File: src/rtl/histo_run_controller_if.sv
// Bit-source and readout-stream handshake bundle for histo_run_controller.
// The slave modport is the controller side; the master modport is the source/consumer side.
interface histo_run_controller_if #(
  parameter int unsigned COUNT_W = 10,
  parameter int unsigned ADDR_W  = 4
);
  logic               bit_in;
  logic               bit_in_valid;
  logic               bit_in_ready;
  logic               rd_valid;
  logic               rd_ready;
  logic [ADDR_W-1:0]  rd_bin;
  logic [COUNT_W-1:0] rd_count;

  modport master (
    output bit_in, bit_in_valid, rd_ready,
    input  bit_in_ready, rd_valid, rd_bin, rd_count
  );

  modport slave (
    input  bit_in, bit_in_valid, rd_ready,
    output bit_in_ready, rd_valid, rd_bin, rd_count
  );
endinterface

File: src/rtl/histo_run_controller.sv
// Sequences one run-length histogram measurement: init, capture one frame of bits,
// flush the datapath, then read every bin out over a valid/ready stream.
module histo_run_controller #(
  parameter int unsigned FRAME_BITS   = 1024,
  parameter int unsigned NUM_BINS     = 16,
  parameter int unsigned COUNT_W      = 10,
  parameter int unsigned INIT_CYCLES  = 2,
  parameter int unsigned FLUSH_CYCLES = 2,
  localparam int unsigned ADDR_W      = $clog2(NUM_BINS)
) (
  input  logic                clk,
  input  logic                rst,
  histo_run_controller_if.slave bus,
  input  logic                start,
  input  logic                abort,
  output logic                hist_init,
  output logic                hist_valid,
  output logic                hist_din,
  output logic [ADDR_W-1:0]   hist_addr,
  input  logic [COUNT_W-1:0]  hist_rdata,
  output logic                busy,
  output logic                done,
  output logic                err
);

  localparam int unsigned BC_W  = $clog2(FRAME_BITS) + 1;
  localparam int unsigned CNT_W = $clog2(INIT_CYCLES + FLUSH_CYCLES + 2);

  localparam logic [BC_W-1:0]   FRAME_LAST = BC_W'(FRAME_BITS - 1);
  localparam logic [CNT_W-1:0]  INIT_LAST  = CNT_W'(INIT_CYCLES - 1);
  // The first FLUSH cycle still presents the last bit, so FLUSH_CYCLES idle cycles follow it.
  localparam logic [CNT_W-1:0]  FLUSH_LAST = CNT_W'(FLUSH_CYCLES);
  localparam logic [ADDR_W-1:0] BIN_LAST   = ADDR_W'(NUM_BINS - 1);

  typedef enum logic [2:0] {
    S_IDLE,
    S_INIT,
    S_CAPTURE,
    S_FLUSH,
    S_RD_ADDR,
    S_RD_LATCH,
    S_RD_HOLD,
    S_DONE
  } state_t;

  state_t            state;
  state_t            state_next;
  logic [BC_W-1:0]   bit_cnt;
  logic [CNT_W-1:0]  cnt;
  logic [ADDR_W-1:0] bin;
  logic              rd_valid_q;
  logic [ADDR_W-1:0] rd_bin_q;
  logic [COUNT_W-1:0] rd_count_q;
  logic              in_readout;

  always_comb begin
    state_next = state;
    case (state)
      S_IDLE, S_DONE: if (start) state_next = S_INIT;
      S_INIT:         if (cnt == INIT_LAST) state_next = S_CAPTURE;
      S_CAPTURE: begin
        if (!bus.bit_in_valid)          state_next = S_IDLE;
        else if (bit_cnt == FRAME_LAST) state_next = S_FLUSH;
      end
      S_FLUSH:        if (cnt == FLUSH_LAST) state_next = S_RD_ADDR;
      S_RD_ADDR:      state_next = S_RD_LATCH;
      S_RD_LATCH:     state_next = S_RD_HOLD;
      S_RD_HOLD: begin
        if (bus.rd_ready) state_next = (bin == BIN_LAST) ? S_DONE : S_RD_ADDR;
      end
      default:        state_next = S_IDLE;
    endcase
    if (abort) state_next = S_IDLE;
  end

  always_comb begin
    in_readout       = (state == S_RD_ADDR) || (state == S_RD_LATCH) || (state == S_RD_HOLD);
    bus.bit_in_ready = (state == S_CAPTURE);
    hist_init        = (state == S_INIT);
    busy             = (state != S_IDLE) && (state != S_DONE);
    hist_addr        = in_readout ? bin : '0;
    bus.rd_valid     = rd_valid_q;
    bus.rd_bin       = rd_bin_q;
    bus.rd_count     = rd_count_q;
  end

  always_ff @(posedge clk) begin
    if (rst) begin
      state      <= S_IDLE;
      bit_cnt    <= '0;
      cnt        <= '0;
      bin        <= '0;
      hist_valid <= 1'b0;
      hist_din   <= 1'b0;
      rd_valid_q <= 1'b0;
      rd_bin_q   <= '0;
      rd_count_q <= '0;
      done       <= 1'b0;
      err        <= 1'b0;
    end else begin
      state <= state_next;
      done  <= 1'b0;
      if (abort) begin
        bit_cnt    <= '0;
        cnt        <= '0;
        bin        <= '0;
        hist_valid <= 1'b0;
        hist_din   <= 1'b0;
        rd_valid_q <= 1'b0;
        rd_bin_q   <= '0;
        rd_count_q <= '0;
        err        <= 1'b0;
      end else begin
        case (state)
          S_IDLE, S_DONE: begin
            if (start) begin
              err     <= 1'b0;
              cnt     <= '0;
              bit_cnt <= '0;
              bin     <= '0;
            end
          end
          S_INIT: cnt <= (cnt == INIT_LAST) ? '0 : cnt + CNT_W'(1);
          S_CAPTURE: begin
            if (bus.bit_in_valid) begin
              hist_din   <= bus.bit_in;
              hist_valid <= 1'b1;
              bit_cnt    <= bit_cnt + BC_W'(1);
            end else begin
              err        <= 1'b1;
              hist_valid <= 1'b0;
            end
          end
          S_FLUSH: begin
            hist_valid <= 1'b0;
            bin        <= '0;
            cnt        <= (cnt == FLUSH_LAST) ? '0 : cnt + CNT_W'(1);
          end
          S_RD_LATCH: begin
            rd_count_q <= hist_rdata;
            rd_bin_q   <= bin;
            rd_valid_q <= 1'b1;
          end
          S_RD_HOLD: begin
            if (bus.rd_ready) begin
              rd_valid_q <= 1'b0;
              if (bin == BIN_LAST) done <= 1'b1;
              else                 bin  <= bin + ADDR_W'(1);
            end
          end
          default: ;
        endcase
      end
    end
  end

endmodule

File: src/flat_wrapper.sv
// flat-port wrapper written by rule: the top's interface ports become plain ports
module histo_run_controller_flat 
#(
  parameter int unsigned FRAME_BITS   = 1024,
  parameter int unsigned NUM_BINS     = 16,
  parameter int unsigned COUNT_W      = 10,
  parameter int unsigned INIT_CYCLES  = 2,
  parameter int unsigned FLUSH_CYCLES = 2,
  localparam int unsigned ADDR_W      = $clog2(NUM_BINS)
)
  (clk, rst, start, abort, hist_init, hist_valid, hist_din, hist_addr, hist_rdata, busy, done, err, bus_bit_in, bus_bit_in_valid, bus_rd_ready, bus_bit_in_ready, bus_rd_valid, bus_rd_bin, bus_rd_count);
  histo_run_controller_if #(.COUNT_W(COUNT_W), .ADDR_W((4))) bus_i ();
  input  logic clk;
  input  logic rst;
  input  logic start;
  input  logic abort;
  output logic hist_init;
  output logic hist_valid;
  output logic hist_din;
  output logic [ADDR_W-1:0] hist_addr;
  input  logic [COUNT_W-1:0] hist_rdata;
  output logic busy;
  output logic done;
  output logic err;
  input wire logic [$bits(bus_i.bit_in)-1:0] bus_bit_in;
  input wire logic [$bits(bus_i.bit_in_valid)-1:0] bus_bit_in_valid;
  input wire logic [$bits(bus_i.rd_ready)-1:0] bus_rd_ready;
  output wire logic [$bits(bus_i.bit_in_ready)-1:0] bus_bit_in_ready;
  output wire logic [$bits(bus_i.rd_valid)-1:0] bus_rd_valid;
  output wire logic [$bits(bus_i.rd_bin)-1:0] bus_rd_bin;
  output wire logic [$bits(bus_i.rd_count)-1:0] bus_rd_count;
  assign bus_i.bit_in = bus_bit_in;
  assign bus_i.bit_in_valid = bus_bit_in_valid;
  assign bus_i.rd_ready = bus_rd_ready;
  assign bus_bit_in_ready = bus_i.bit_in_ready;
  assign bus_rd_valid = bus_i.rd_valid;
  assign bus_rd_bin = bus_i.rd_bin;
  assign bus_rd_count = bus_i.rd_count;
  histo_run_controller #(.FRAME_BITS(FRAME_BITS), .NUM_BINS(NUM_BINS), .COUNT_W(COUNT_W), .INIT_CYCLES(INIT_CYCLES), .FLUSH_CYCLES(FLUSH_CYCLES)) u_core (.clk(clk), .rst(rst), .bus(bus_i), .start(start), .abort(abort), .hist_init(hist_init), .hist_valid(hist_valid), .hist_din(hist_din), .hist_addr(hist_addr), .hist_rdata(hist_rdata), .busy(busy), .done(done), .err(err));
endmodule
File: config.mk
export PLATFORM = sky130hd
export DESIGN_NAME = histo_run_controller_flat
export DESIGN_NICKNAME = d
export VERILOG_FILES = /design/src/rtl/histo_run_controller_if.sv /design/src/rtl/histo_run_controller.sv /design/src/flat_wrapper.sv
export SDC_FILE = /design/constraint.sdc
export NUM_CORES = 1
export LEC_CHECK = 0
export CAP_MARGIN = 20
export CORE_UTILIZATION = 47
export CTS_BUF_LIST = sky130_fd_sc_hd__clkbuf_4 sky130_fd_sc_hd__clkbuf_8
export CTS_CLUSTER_DIAMETER = 60
export DETAILED_ROUTE_END_ITERATION = 16
export GPL_TIMING_DRIVEN = 0
export PLACE_DENSITY_LB_ADDON = 0.05
export SYNTH_ARGS = -nofsm -noshare
export SYNTH_HDL_FRONTEND = slang
export SYNTH_SLANG_ARGS = --single-unit
File: constraint.sdc
create_clock -name clk -period 1.47 [get_ports clk]
set_input_delay 0.294 -clock clk [delete_from_list [all_inputs] [get_ports clk]]
set_output_delay 0.294 -clock clk [all_outputs]
set_load 0.01 [all_outputs]
Figure 1. Cell outlines without signal wires (run 1).
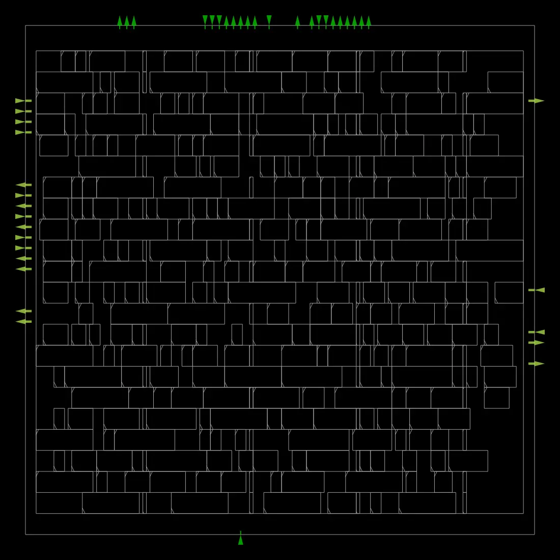
register fraction of the total cell area: 28.8%
core area: 3770 µm²
tally of non-filler cells in the final layout: 345
tap cells: 48

Figure 2. Cells by drive strength (run 1).
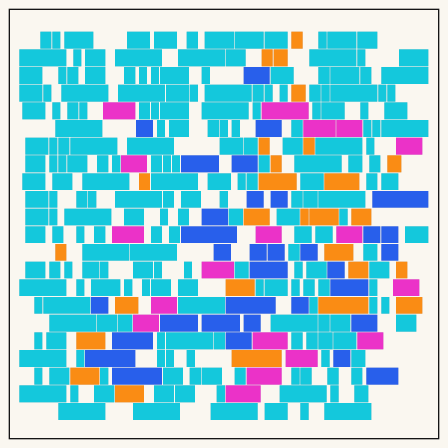
| color | size | cells |
|---|---|---|
| blue | x3 and x4 | 33 |
| cyan | x1 and smaller | 219 |
| magenta | x6 and larger | 18 |
| orange | x2 | 27 |
area growth from synthesis to layout: 47.0%
final cell area excluding filler cells: 2820 µm²
final setup margin: -209 ps
non-clock buffer instance count of the final layout: 70

==> results_tabular.tex, run 1 <==
% Synthesis and place-and-route results
\begin{tabular}{lr}
\hline
Metric & Value \\
\hline
\multicolumn{2}{l}{\textbf{Outcome}} \\
Run status & finished, violations left \\
Violated checks & negative setup slack \\
\multicolumn{2}{l}{\textbf{Global route}} \\
GR Util met3 & 4.48\% \\
Number of antenna violations at the first check in global routing & 0 \\
Layer with the highest usage after global routing & met2 \\
Vias in the first global route & 1742 \\
\multicolumn{2}{l}{\textbf{Critical path}} \\
Worst Path Arrival & 1860 ps \\
Required time of the worst setup path & 1650 ps \\
\multicolumn{2}{l}{\textbf{Drt}} \\
Metal3 WL & 200 µm \\
Number of antenna-violating nets in the routed design & 0 \\
DRC & 0 \\
Per-cell via count in the routed design & 5.47 \\
\multicolumn{2}{l}{\textbf{Clock network}} \\
Clk sink count & 40 \\
Clock Latency Late Sink & 300 ps \\
Worst-path clk slew & 80 ps \\
Clock tree root buffer cell & clkbuf\_8 \\
\multicolumn{2}{l}{\textbf{Final timing}} \\
Clock skew & 3.41 ps \\
Final hold violation count & 0 \\
Worst hold slack after final layout & 452 ps \\
Pins Over Slew Limit & 0 \\
Number of failing setup endpoints in the final timing report & 19 \\
Final setup margin & -209 ps \\
\multicolumn{2}{l}{\textbf{Hold path}} \\
Worst min path class & reg2reg \\
\multicolumn{2}{l}{\textbf{Place}} \\
Placed wire-length estimate & 3130 µm \\
Final weighted congestion of routability-driven global placement & 0.814 \\
\multicolumn{2}{l}{\textbf{Yosys}} \\
Main synth FF type & dfxtp\_1 \\
Fraction of registers with async set/reset & 0\% \\
Register area share after synthesis & 41.8\% \\
Yosys top cell by area & dfxtp\_1 \\
Synthesized flop and latch total & 40 \\
Cells in synth\_stat.txt & 235 \\
Mean instance size in the synthesized netlist & 8.15 µm² \\
\multicolumn{2}{l}{\textbf{Power}} \\
Portion of total power attributed to sequential cells & 52.9\% \\
Combinational share of power & 13.0\% \\
\multicolumn{2}{l}{\textbf{Cells and area}} \\
Most frequently placed logic cells in the final layout & 45 x nand2\_1, 36 x dfxtp\_1, 28 x a21oi\_1, 21 x nor2\_1 \\
Most flops, register & u\_core.bit\_cnt \\
\multicolumn{2}{l}{\textbf{Floorplan}} \\
I/O pin count & 43 \\
\hline
\end{tabular}
Figure 3. Ports around the boundary (run 1).
Scale bar: 20 µm. Pins as bars across the die edge, other pins in gray.
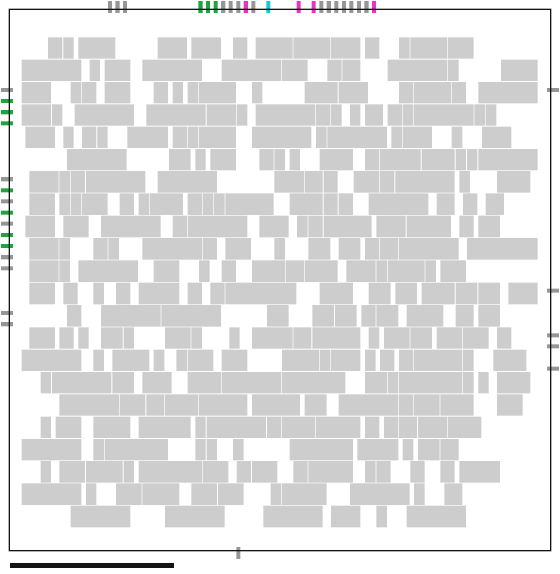
| color | port | pins | direction | edge |
|---|---|---|---|---|
| cyan | bus_bit_in | 1 | input | top |
| magenta | bus_rd_bin | 4 | output | top |
| green | hist_rdata | 10 | input | 7 left, 3 top |
Port Buf Inserts: 42
overall die width: 65.8 µm
height of the die: 65.8 µm

Figure 4. Local utilization (run 1).
The die is cut into 7 by 7 equal tiles; white is low, dark blue is high, 0 to 100% covered.
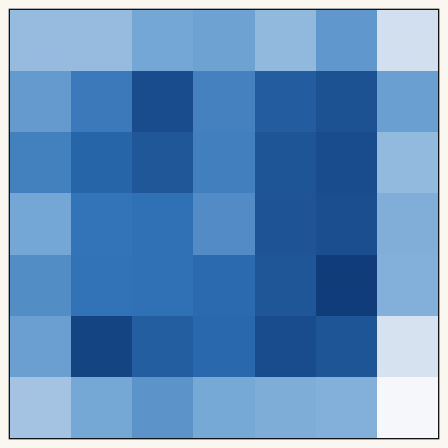
fullest tile: 95%
tiles over 75% full: 35%
emptiest ninth of the die: bottom right
mean over tiles: 64%
share of the core filled by cells before placement: 50.8%
utilization of the core after routing: 74.7%

[run 1: path summary, 6_finish.rpt]
| check | slack (ps) | cells after the start | to | startpoint |
|---|---|---|---|---|
| min reg2reg | 450 | 2 | u_core.bus.rd_count[5] | u_core.bus.rd_count[5] |
| max reg2reg | -210 | 6 | u_core.state[1] | u_core.state[1] |
| max | -210 | 6 | u_core.state[1] | u_core.state[1] |
| min | 450 | 2 | u_core.bus.rd_count[5] | u_core.bus.rd_count[5] |
[run 1: power groups by stage]
stage / registers, mW / clock network [mW] / logic [mW]
after floorplan: 1.12 / 0 / 0.120
after global placement: 1.12 / 0 / 0.204
after detailed placement: 1.12 / 0 / 0.203
after CTS: 1.09 / 0.729 / 0.256
after global routing: 1.10 / 0.770 / 0.289
final: 1.10 / 0.706 / 0.270
[run 1: area by class of cell]
class                   count  area, µm²  area share (%)
clock inverters             2       12.5           0.444
clock buffers               5       68.8            2.44
plain buffers              10        108            3.82
multi-input cells         175       1180            41.8
flip-flops and latches     40        811            28.8
inverters                   5       18.8           0.667
well taps                  48       60.1            2.13
repair buffers             60        561            19.9
[run 1: critical path: stages, from the launching register on]
cell and delay (ps):
dfxtp_4 370, buf_6 140, buf_6 120, or4_4 430, o211ai_1 160, mux2i_1 280
nor2_1 70
[run 1: repair_timing]
item / 4_1_cts / 5_1_grt
gates resized: 77 / 30
endpoints found under the hold margin: 0 / 0
setup endpoints to repair: 56 / 44
cloned: 1 / 0
pin swaps: 13 / 12
setup buffers: 11 / 6
[run 1: metrics by stage]
step	worst slack [ps]	instance area [µm²]	utilization, %	TNS, ps
after floorplan	-26.3	1960	-	-107
after global placement	-603	2440	64.7	-19040
after detailed placement	-621	2440	64.7	-19370
after CTS	-198	2700	71.5	-1990
after global routing	-280	2820	74.7	-3350
final	-209	2820	74.7	-1800
Figure 5. Zoomed window (run 1).
Window x 39 to 59, y 39 to 59 µm. Cells in gray, sequential cells in the stronger gray; small squares are vias.
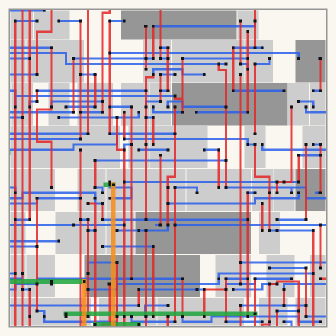

--- run 2 (diff from run 1) ---
--- a/config.mk
+++ b/config.mk
@@ -5,6 +5,7 @@
 export SDC_FILE = /design/constraint.sdc
 export NUM_CORES = 1
 export LEC_CHECK = 0
+export ABC_AREA = 1
 export CAP_MARGIN = 20
 export CORE_UTILIZATION = 47
 export CTS_BUF_LIST = sky130_fd_sc_hd__clkbuf_4 sky130_fd_sc_hd__clkbuf_8
Figure 6. Zoomed window (run 2).
Window x 40 to 60, y 40 to 60 µm. Cells in gray, sequential cells in the stronger gray; small squares are vias.
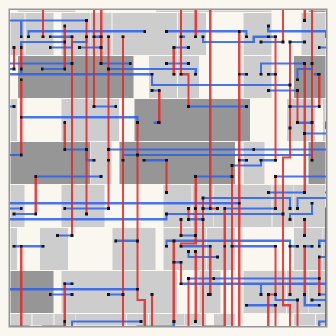
| color | layer |
|---|---|
| blue | M1 |
| red | M2 |
cells with their middle in the window: 36
netlist names of flops here include: u_core.bus.rd_count (2)
most frequent: nand2_1 (8), nand3_1 (7), a21oi_1 (6)
sequential cells in the window: 4

==> results_tabular.tex, run 2 <==
% Synthesis and place-and-route results
\begin{tabular}{lr}
\hline
Metric & Value \\
\hline
\multicolumn{2}{l}{\textbf{Yosys}} \\
Fraction of registers with async set/reset & 0\% (unchanged) \\
Yosys top cell by area & dfxtp\_1 \\
Synthesized flop and latch total & 40 (unchanged) \\
\multicolumn{2}{l}{\textbf{Global route}} \\
Vias in the first global route & 1636 (-6.1\%) \\
Number of antenna violations at the first check in global routing & 0 (unchanged) \\
\multicolumn{2}{l}{\textbf{Place}} \\
Placed wire-length estimate & 3230 µm (+3.0\%) \\
Port Buf Inserts & 42 (unchanged) \\
\multicolumn{2}{l}{\textbf{Floorplan}} \\
Core area & 4060 µm² (+7.6\%) \\
I/O pin count & 43 (unchanged) \\
Overall die width & 67.3 µm (+2.2\%) \\
Share of the core filled by cells before placement & 49.4\% (-1.4 points) \\
Height of the die & 67.3 µm (+2.2\%) \\
\multicolumn{2}{l}{\textbf{Clock network}} \\
Post-CTS resize count & 50 (-35\%) \\
Clock tree root buffer cell & clkbuf\_8 \\
Clk sink count & 40 (unchanged) \\
Post-CTS Setup Bufs & 5 (-6) \\
Worst-path clk slew & 80 ps (about the same) \\
Clock Latency Late Sink & 290 ps (about the same) \\
\multicolumn{2}{l}{\textbf{Critical path}} \\
Path depth of the worst reg2reg path & 10 (+4) \\
Highest cell delay on the worst timing path & 540 ps (+110 ps) \\
Minimum setup slack among reg-to-reg paths & 30 ps (+240 ps) \\
Cell-by-cell listing of the critical path & clkdlybuf4s50\_1 \\
Origin of the critical flop-to-flop path & u\_core.state[1] \\
Buffer and inverter count on the worst path & 1 (-1) \\
Delay-heaviest family, CP & buffers and inverters \\
Critical-path top delay cell & clkdlybuf4s50\_1 \\
\multicolumn{2}{l}{\textbf{Final timing}} \\
Clock skew & 7.45 ps (+4.04 ps) \\
Number of failing setup endpoints in the final timing report & 0 (-19) \\
Setup Total Neg Slack & 0 ps (+1800 ps) \\
Final hold violation count & 0 (unchanged) \\
Pins Over Slew Limit & 0 (unchanged) \\
Worst hold slack after final layout & 461 ps (+9.26 ps) \\
\multicolumn{2}{l}{\textbf{Hold path}} \\
Hold path startpoint & u\_core.bus.rd\_count[5] \\
Worst hold path stage count & 2 (unchanged) \\
Hold EP & u\_core.bus.rd\_count[5] \\
\multicolumn{2}{l}{\textbf{Cells and area}} \\
Utilization of the core after routing & 70.7\% (-4.0 points) \\
Most flops, register & u\_core.bit\_cnt \\
Area growth from synthesis to layout & 43.2\% \\
Most frequently placed logic cells in the final layout & 68 x nand2\_1, 35 x nor2\_1, 33 x dfxtp\_1, 32 x nand3\_1, 29 x a21oi\_1 \\
Tally of non-filler cells in the final layout & 403 (+17\%) \\
Final cell area excluding filler cells & 2870 µm² (+1.9\%) \\
\multicolumn{2}{l}{\textbf{Outcome}} \\
Run status & finished, final reports clean \\
\multicolumn{2}{l}{\textbf{Drt}} \\
Number of antenna-violating nets in the routed design & 0 (unchanged) \\
\hline
\end{tabular}
## run 2: cell count changes after synthesis, moves of 5 or more
cell,before,now
nand3_1,7,33
clkbuf_1,8,3
nor2_1,21,40
xnor2_1,8,0
and3_1,5,0
inv_1,4,31
nand2_4,0,5
nand2_1,47,71
## run 2: worst max path at each step
stage                               from         endpoint  slack, ps  cells past startpoint
detailed placement                 abort    u_core.bin[0]       -650                      5
finish              u_core.bus.rd_bin[3]    bus_rd_bin[3]         20                      1
floorplan              u_core.bit_cnt[0]  u_core.state[2]        100                      8
global placement                   abort    u_core.cnt[2]       -640                      5
global route             u_core.state[1]  u_core.state[1]        -30                      8
CTS                      u_core.state[1]    u_core.bin[1]        0.2                      8
## run 2: cell type report
type	count	area (µm²)	area share, %
tap	50	62.6	2.18
clock buffer	5	68.8	2.40
multi-input combinational	213	1160	40.6
timing repair buffer	53	528	18.4
inverter	32	126	4.41
sequential	40	822	28.7
buffer	7	52.6	1.83
clock inverter	3	42.5	1.48
## run 2: where the power goes
part           switching, mW  internal [mW]  total [mW]
combinational          0.305          0.237       0.542
clock                  0.398          0.503       0.901
sequential            0.0351           1.10        1.14
## run 2: worst register-to-register path, stage by stage (launching register included)
cell and delay (ps):
dfxtp_4 420, inv_1 50, nand2_1 130, nor2_4 60
buf_4 140, nand2_1 50, nand2_1 100, nor2_4 190
nand3_1 90, nand2_1 70, nor2_1 40
## run 2: per-layer routing
layer  share of wire, %  global-route usage [%]  routed length (µm)  vias up
met1                 49                    30.3                2370      929
met3                4.7                    5.07                 230        4
met4               0.78                    4.79                  38        0
met2                 46                    34.1                2230       41
li1                   -                       -                   -     1062
met5                  0                       0                   0        -
Figure 7. Cells by drive strength (run 2).
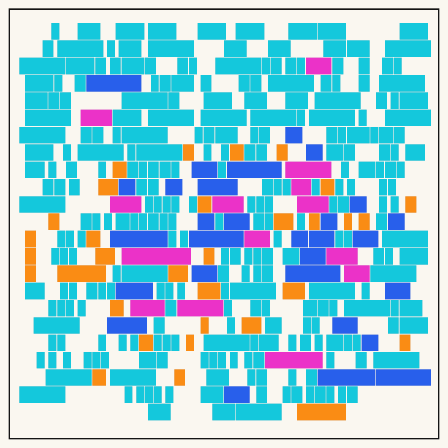

--- run 3 (diff from run 2) ---
--- a/config.mk
+++ b/config.mk
@@ -7,9 +7,11 @@
 export LEC_CHECK = 0
 export ABC_AREA = 1
 export CAP_MARGIN = 20
+export CORE_MARGIN = 2
 export CORE_UTILIZATION = 47
 export CTS_BUF_LIST = sky130_fd_sc_hd__clkbuf_4 sky130_fd_sc_hd__clkbuf_8
 export CTS_CLUSTER_DIAMETER = 60
+export CTS_CLUSTER_SIZE = 25
 export DETAILED_ROUTE_END_ITERATION = 16
 export GPL_TIMING_DRIVEN = 0
 export PLACE_DENSITY_LB_ADDON = 0.05
Figure 8. Cells by drive strength (run 3).
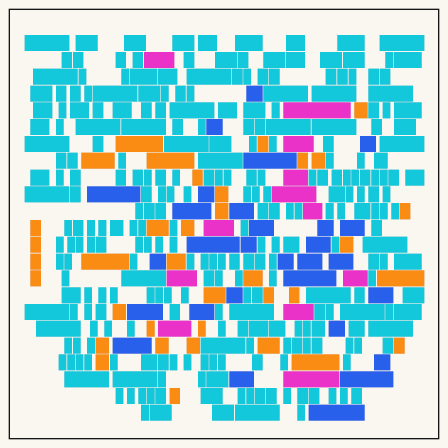
final setup margin: 35.0 ps
area growth from synthesis to layout: 40.3%
final cell area excluding filler cells: 2810 µm²
non-clock buffer instance count of the final layout: 60

==> results_tabular.tex, run 3 <==
% Synthesis and place-and-route results
\begin{tabular}{lr}
\hline
Metric & Value \\
\hline
\multicolumn{2}{l}{\textbf{Cells and area}} \\
Tally of non-filler cells in the final layout & 403 (unchanged) \\
Final net count & 371 \\
Utilization of the core after routing & 69.3\% (-1.4 points) \\
Max reg flops & 11 \\
\# diodes & 0 \\
Most frequently placed logic cells in the final layout & 67 x nand2\_1, 34 x nor2\_1, 32 x nand3\_1, 31 x a21oi\_1, 30 x dfxtp\_1 \\
Most flops, register & u\_core.bit\_cnt \\
\multicolumn{2}{l}{\textbf{Clock network}} \\
Largest buffer count on any clock path & 2 \\
Worst-path clk slew & 80 ps (about the same) \\
Clock tree root buffer cell & clkbuf\_8 \\
Number of buffers created by CTS & 5 \\
CTS tree & yes \\
Clk sink count & 40 (unchanged) \\
Clock Latency Late Sink & 300 ps (about the same) \\
\multicolumn{2}{l}{\textbf{Critical path}} \\
Critical-path top delay cell & clkdlybuf4s50\_1 \\
Highest cell delay on the worst timing path & 530 ps (about the same) \\
Delay-heaviest family, CP & buffers and inverters \\
Buffer and inverter count on the worst path & 1 (unchanged) \\
Worst Path Arrival & 1140 ps \\
Cell-by-cell listing of the critical path & clkdlybuf4s50\_1 \\
\multicolumn{2}{l}{\textbf{Yosys}} \\
Register area share after synthesis & 40.0\% \\
Synthesized flop and latch total & 40 (unchanged) \\
Leading cell types by total area after synthesis & dfxtp\_1 40\%, nand2\_1 13\%, nand3\_1 8.2\%, a21oi\_1 7.7\%, nor2\_1 7.5\% \\
Yosys top cell by area & dfxtp\_1 \\
Cells in synth\_stat.txt & 292 \\
Cells after Synth & 292 \\
Top cells by count, synth & 71 x nand2\_1, 40 x dfxtp\_1, 40 x nor2\_1 \\
Fraction of registers with async set/reset & 0\% (unchanged) \\
Yosys synthesis chip area & 2000 µm² \\
Mapped Nets & 311 \\
\multicolumn{2}{l}{\textbf{Floorplan}} \\
Core area & 4060 µm² (unchanged) \\
Overall die width & 69.3 µm (+3.0\%) \\
Height of the die & 69.3 µm (+3.0\%) \\
I/O pin count & 43 (unchanged) \\
Share of the core filled by cells before placement & 49.4\% (unchanged) \\
\multicolumn{2}{l}{\textbf{Place}} \\
Placed wire-length estimate & 3330 µm (+3.2\%) \\
Port Buf Inserts & 42 (unchanged) \\
Area of placed instances & 2490 µm² \\
Post-Place Worst Slack & -660 ps \\
\multicolumn{2}{l}{\textbf{Final timing}} \\
Setup Total Neg Slack & 0 ps (unchanged) \\
Final period util & 97.6\% \\
Final hold violation count & 0 (unchanged) \\
Pins Over Slew Limit & 0 (unchanged) \\
Max-Slew Margin vs Limit & 69.3\% \\
Worst hold slack after final layout & 461 ps (-0.230 ps) \\
Clock skew & 4.64 ps (-2.81 ps) \\
Number of failing setup endpoints in the final timing report & 0 (unchanged) \\
\multicolumn{2}{l}{\textbf{Drt}} \\
Metal3 WL & 205 µm (-11\%) \\
Wirelength, routed & 4790 µm \\
Number of antenna-violating nets in the routed design & 0 (unchanged) \\
Highest layer used for signal routing & met4 \\
Routed length on met1 & 2380 µm (+0.38\%) \\
Detailed route wirelength on metal2 & 2140 µm (-4.1\%) \\
\multicolumn{2}{l}{\textbf{Power}} \\
VDD IR max & 0.452 mV \\
Power density over cell area & 907 nW/µm² \\
Lkg Pwr & 1.27 nW \\
\multicolumn{2}{l}{\textbf{Global route}} \\
Vias in the first global route & 1832 (+12\%) \\
GRT overflow & 0 \\
Number of antenna violations at the first check in global routing & 0 (unchanged) \\
\multicolumn{2}{l}{\textbf{Outcome}} \\
Run status & finished, final reports clean \\
\hline
\end{tabular}
## run 3: cell counts after synthesis
Identical to the previous run, type by type.
## run 3: routing by layer
metal / track usage (%) / vias to the layer above
met1: 26.8 / 889
met5: 0 / -
met3: 4.94 / 8
met4: 8.28 / 0
met2: 31.5 / 36
li1: - / 1056
## run 3: report_power, final
group	internal, mW	total (mW)	switching (mW)
logic	0.226	0.520	0.293
clock network	0.502	0.898	0.396
registers	1.10	1.13	0.0332
total	1.83	2.55	0.723
## run 3: cell type report
cell class / count / area, µm²
clock inverters: 3 / 42.5
fillers: 352 / 1250
well taps: 50 / 62.6
repair buffers: 53 / 493
plain buffers: 7 / 52.6
clock buffers: 5 / 68.8
inverters: 32 / 126
multi-input cells: 213 / 1140
flip-flops and latches: 40 / 826
## run 3: cell families (layout without fill, tap and decap cells)
| logic type | Yosys count | count (layout) | share of synthesized area, % |
|---|---|---|---|
| AOI/OAI and AO/OA | 41 | 41 | 10.7 |
| xor gates and xnor gates | 2 | 2 | 0.875 |
| adders and majority gates | 2 | 2 | 1.25 |
| buffers and inverters | 39 | 100 | 8.18 |
| DFF | 40 | 40 | 40.0 |
| and+or+nand+nor | 168 | 168 | 39.0 |
## run 3: what timing repair did
action | CTS | global route
gates resized | 58 | 41
setup endpoints to repair | 53 | 40
pin swaps | 4 | 6
cloned | 0 | 1
setup buffers | 6 | 4
## run 3: final timing paths
| check | cells after the start | slack (ps) | start | end |
|---|---|---|---|---|
| setup / recovery | 1 | 40 | u_core.done | done |
| hold / removal | 2 | 460 | u_core.hist_valid | u_core.hist_valid |
| setup reg to reg | 9 | 60 | u_core.state[0] | u_core.bin[1] |
| hold reg to reg | 2 | 460 | u_core.hist_valid | u_core.hist_valid |
Power is estimated from default activity; no workload was simulated.
